## src/rtl/regfile_wb_arbiter.sv

```systemverilog
// rtl/regfile_wb_arbiter.sv - register file write-port arbiter between writeback and a long-latency unit
module regfile_wb_arbiter #(
    parameter int DATA_WIDTH = 32,
    parameter int ADDR_WIDTH = 5,
    parameter int REG_DEPTH  = 32,
    parameter int MAX_WAIT   = 4
) (
    input  logic                  clk,
    input  logic                  rst,
    input  logic                  wb_we,
    input  logic [ADDR_WIDTH-1:0] wb_rd,
    input  logic [DATA_WIDTH-1:0] wb_wd,
    output logic                  wb_stall,
    input  logic                  lu_issue,
    input  logic [ADDR_WIDTH-1:0] lu_issue_rd,
    input  logic                  lu_valid,
    input  logic [ADDR_WIDTH-1:0] lu_rd,
    input  logic [DATA_WIDTH-1:0] lu_wd,
    output logic                  lu_ready,
    input  logic [ADDR_WIDTH-1:0] rs1,
    input  logic [ADDR_WIDTH-1:0] rs2,
    output logic                  rs1_busy,
    output logic                  rs2_busy,
    output logic                  we3,
    output logic [ADDR_WIDTH-1:0] ad3,
    output logic [DATA_WIDTH-1:0] wd3
);

    localparam int CW = $clog2(MAX_WAIT + 1);
    localparam logic [CW-1:0] MAX_CNT = CW'(MAX_WAIT);

    logic                  buf_valid_q, buf_valid_d;
    logic [ADDR_WIDTH-1:0] buf_rd_q, buf_rd_d;
    logic [DATA_WIDTH-1:0] buf_wd_q, buf_wd_d;
    logic [CW-1:0]         wait_cnt_q, wait_cnt_d;
    logic [REG_DEPTH-1:0]  busy_q, busy_d;

    logic force_buf;
    logic grant_buf;
    logic handshake;

    // The buffered result has lost arbitration long enough; it now takes the port
    assign force_buf = buf_valid_q && (wait_cnt_q == MAX_CNT);

    // Ready depends only on registered state so the long unit sees no loop through lu_valid
    assign lu_ready  = !rst && !buf_valid_q;
    assign handshake = lu_valid && lu_ready;

    // Hazard lookup on the registered scoreboard; a committing write still reads busy this cycle
    assign rs1_busy = !rst && busy_q[rs1];
    assign rs2_busy = !rst && busy_q[rs2];

    // Write-port arbitration: forced buffer, then pipeline, then opportunistic buffer drain
    always_comb begin
        we3       = 1'b0;
        ad3       = '0;
        wd3       = '0;
        wb_stall  = 1'b0;
        grant_buf = 1'b0;
        if (rst) begin
            we3       = 1'b0;
        end else if (force_buf) begin
            grant_buf = 1'b1;
            we3       = 1'b1;
            ad3       = buf_rd_q;
            wd3       = buf_wd_q;
            wb_stall  = wb_we;
        end else if (wb_we && (wb_rd != '0)) begin
            we3       = 1'b1;
            ad3       = wb_rd;
            wd3       = wb_wd;
        end else if (buf_valid_q) begin
            grant_buf = 1'b1;
            we3       = 1'b1;
            ad3       = buf_rd_q;
            wd3       = buf_wd_q;
        end
    end

    // Next-state for the result buffer, starvation counter and scoreboard
    always_comb begin
        buf_valid_d = buf_valid_q;
        buf_rd_d    = buf_rd_q;
        buf_wd_d    = buf_wd_q;
        wait_cnt_d  = '0;
        busy_d      = busy_q;

        // Grant and handshake are exclusive: one needs a full buffer, the other an empty one
        if (grant_buf) begin
            buf_valid_d = 1'b0;
        end
        if (handshake && (lu_rd != '0)) begin
            buf_valid_d = 1'b1;
            buf_rd_d    = lu_rd;
            buf_wd_d    = lu_wd;
        end

        if (buf_valid_q && !grant_buf) begin
            wait_cnt_d = (wait_cnt_q == MAX_CNT) ? MAX_CNT : wait_cnt_q + 1'b1;
        end

        // Clear first so a same-index issue in the same cycle keeps the bit set
        if (grant_buf) begin
            busy_d[buf_rd_q] = 1'b0;
        end
        if (lu_issue && (lu_issue_rd != '0)) begin
            busy_d[lu_issue_rd] = 1'b1;
        end
    end

    // State registers; reset drops any buffered result and all pending scoreboard bits
    always_ff @(posedge clk or posedge rst) begin
        if (rst) begin
            buf_valid_q <= 1'b0;
            buf_rd_q    <= '0;
            buf_wd_q    <= '0;
            wait_cnt_q  <= '0;
            busy_q      <= '0;
        end else begin
            buf_valid_q <= buf_valid_d;
            buf_rd_q    <= buf_rd_d;
            buf_wd_q    <= buf_wd_d;
            wait_cnt_q  <= wait_cnt_d;
            busy_q      <= busy_d;
        end
    end

endmodule
```

## config.mk

```make
export PLATFORM = sky130hd
export DESIGN_NAME = regfile_wb_arbiter
export DESIGN_NICKNAME = d
export VERILOG_FILES = /design/src/rtl/regfile_wb_arbiter.sv
export SDC_FILE = /design/constraint.sdc
export NUM_CORES = 1
export LEC_CHECK = 0
export ABC_AREA = 1
export CORE_MARGIN = 2
export CORE_UTILIZATION = 43
export DETAILED_ROUTE_END_ITERATION = 8
export PLACE_DENSITY = 0.79
export SETUP_SLACK_MARGIN = 0.2
export SYNTH_ARGS = -nofsm -noshare
export SYNTH_HDL_FRONTEND = slang
export SYNTH_SLANG_ARGS = --single-unit
```

## constraint.sdc

```tcl
create_clock -name clk -period 5 [get_ports clk]
set_input_delay 0.5 -clock clk [delete_from_list [all_inputs] [get_ports clk]]
set_output_delay 0.5 -clock clk [all_outputs]
set_load 0.01 [all_outputs]
```

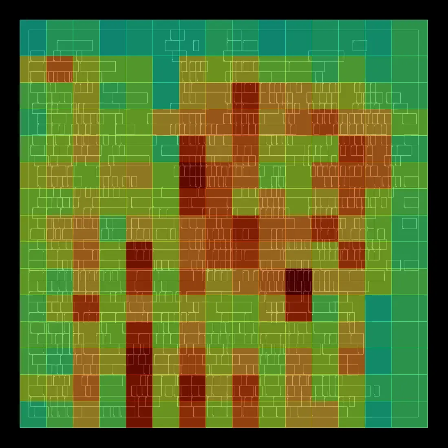
*Routing congestion map*
met2 Usage GRT: 40.9%
grt met1 use: 32.3%
GR peak layer: met2

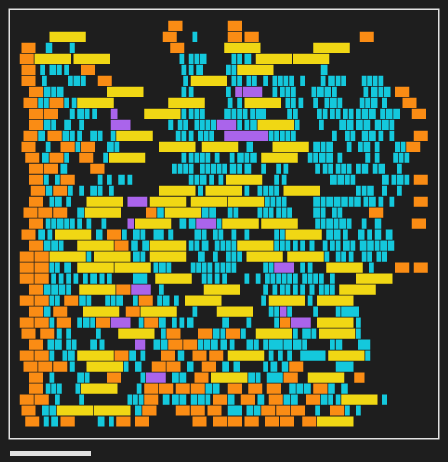
*Cell classes on the final placement*
The bar under the picture is 20 µm long.
colour	class	cells	share of their area
orange	remaining buffers and delay cells	138	24%
purple	clock drivers and dummy loads	16	3.3%
yellow	sequential cells	73	31%
cyan	combinational and other logic	578	42%

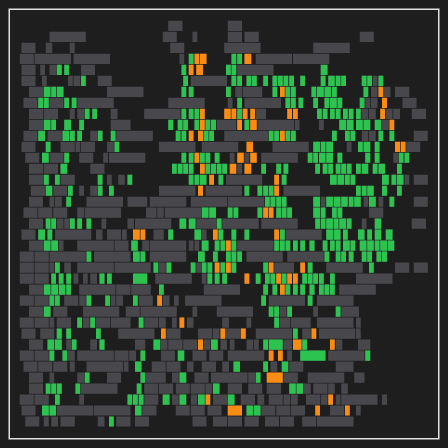
*Gate families picked out*
colour	family	cells	most used
orange	nor cells	69	nor2_1
green	nand cells	381	nand2_1

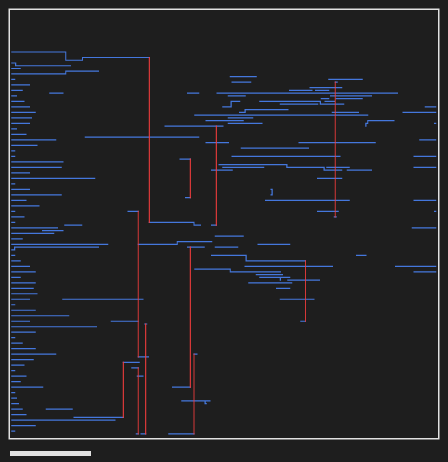
*Signal wires by layer*
The bar under the picture is 20 µm long. Two of the layers only.
colour	layer	wire length
red	metal 4	271 µm
blue	metal 3	1210 µm

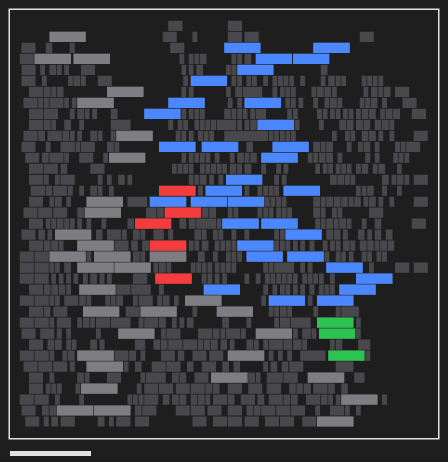
*Sequential cells coloured by netlist name*
The bar under the picture is 20 µm long.
colour	signal	flops
red	buf_rd_q	5
green	wait_cnt_q	3
blue	busy_q	32
not coloured	33

==> GITHUB_STEP_SUMMARY <==
## Synthesis and layout report

| Metric | Value |
|---|---|
| Status | completed |
| YS chip area | 4470 µm² |
| Commonest Layout Cell | nand2_1 |
| Hpwl dp | 9.88 mm |
| Port buffer count | 135 |
| CP Max Fanout | 19 |
| Max Clk Rate | 304 MHz |
| Main logic family after synthesis | simple AND/OR/NAND/NOR gates |
| Synth warn | 0 |
| Overflow left after global routing | 0 |
| DRC errors left | 0 |
| Synth Seq Share | 40.9% |
| PD cells | 420 nW/µm² |
| Non-Filler Instances | 941 |
| Clock buffers | 10 |
| OpenROAD warning count | 27 |
| H-tree depth | 3 |
| Placed Area | 5820 µm² |
| Total wire length | 13.3 mm |
| Top cells by count | nand2_1 (289), nand3_1 (90), dfrtp_1 (73) |
| Most frequent cells in the layout | nand2_1 (289), clkdlybuf4s50_1 (135), nand3_1 (89), dfrtp_1 (73), inv_1 (58) |
| CTS tree | yes |
| CP Capture Type | output pin |
| Synth-to-layout area growth | 34.6% |
| Synth Cell Area | 4470 µm² |
| Final Cycle Share | 65.7% |
| CP top delay family | buffers and inverters |
| Via Count | 4767 |
| Worst-case clock buffer depth | 2 |
| Worst r2r dst | busy_q[30]$_DFF_PP0_ |
| First-pass GRT wire length | 22.5 mm |
| VDD IR-drop max | 0.209 mV |
| Net Sw Frac | 40.1% |
| Final Worst Setup Slack | 1.71 ns |
| Latency at later pin | 0.36 ns |
| Most common cell in the synthesized netlist | nand2_1 |
| Clock group | 0.000466 W |
| Startpoint types | input pin |
| Most frequent CP cell | nand2_1 |
| Period minus WS final | 3.29 ns |
| Vias in the first global route | 4790 |
| Tap Count | 136 |
| Core area | 10200 µm² |
| Unique cell types | 26 |
| Syn Inst Count | 680 |
| Die area | 11200 µm² |
| Area-dominant class | combinational gates |
| Int Power | 0.00151 W |
| Row Count | 37 |
| Post-synth regs | 73 |
| Yosys Instances | 680 |
| Max transition margin | 32.6% |
| Launch point of the worst reg-to-reg path | wait_cnt_q[0]$_DFF_PP0_ |
| Gate power share | 38.5% |
| MUX area fraction | 0% |
| TNS Setup | 0 ns |
| Worst Reg-to-Reg Cells | 9 |
| Routed WL per cell | 14.2 µm |
| Tot Pwr | 0.00253 W |
| Layout cells sized above 1 | 3.60% |
| Combinational share of cell area | 36.8% |
| Pre-antenna DRT Iters | 5 |
| Max power group | registers |
| Switching power total | 0.00101 W |
| Ys flop type | dfrtp_1 |
| Fraction of area in registers | 30.4% |
| Final RePlAce weighted congestion | 0.929 |
| Fp_density | 43.9% |
| Number of setup buffers added after CTS | 0 |
| Non-clk invs | 62 |
| Placed Cells | 925 |
| Hold_buf cts | 0 |
| Max-capacitance violation count | 0 |
| Leak | 2.92 nW |
| Total GRT Usage | 24.9% |
| Arr. time, crit path | 2.79 ns |
| Final setup fails | 0 |
| Initial antenna violation count | 0 |
| Chip height | 106 µm |
[worst max-delay path by stage]
stage / startpoint / endpoint / slack [ns]
final: rs1[0] / rs1_busy / 1.71
after global routing: rs1[0] / rs1_busy / 1.52
after CTS: wait_cnt_q[0]$_DFF_PP0_ / wd3[0] / 1.74
after detailed placement: rs1[0] / rs1_busy / 1.76
after global placement: wb_rd[1] / wd3[16] / 1.81
after floorplan: rst / rs1_busy / 1.15
[layer usage]
layer / part of all wire (%) / global-route usage [%] / vias up / wire [µm]
li1: - / - / 2373 / -
met1: 41 / 32.3 / 2130 / 5510
met2: 48 / 40.9 / 240 / 6360
met3: 9.1 / 5.64 / 24 / 1210
met4: 2.0 / 9.30 / 0 / 270
met5: 0 / 0 / - / 0
Power figures rest on the tool's default switching activity, not on a simulated workload.
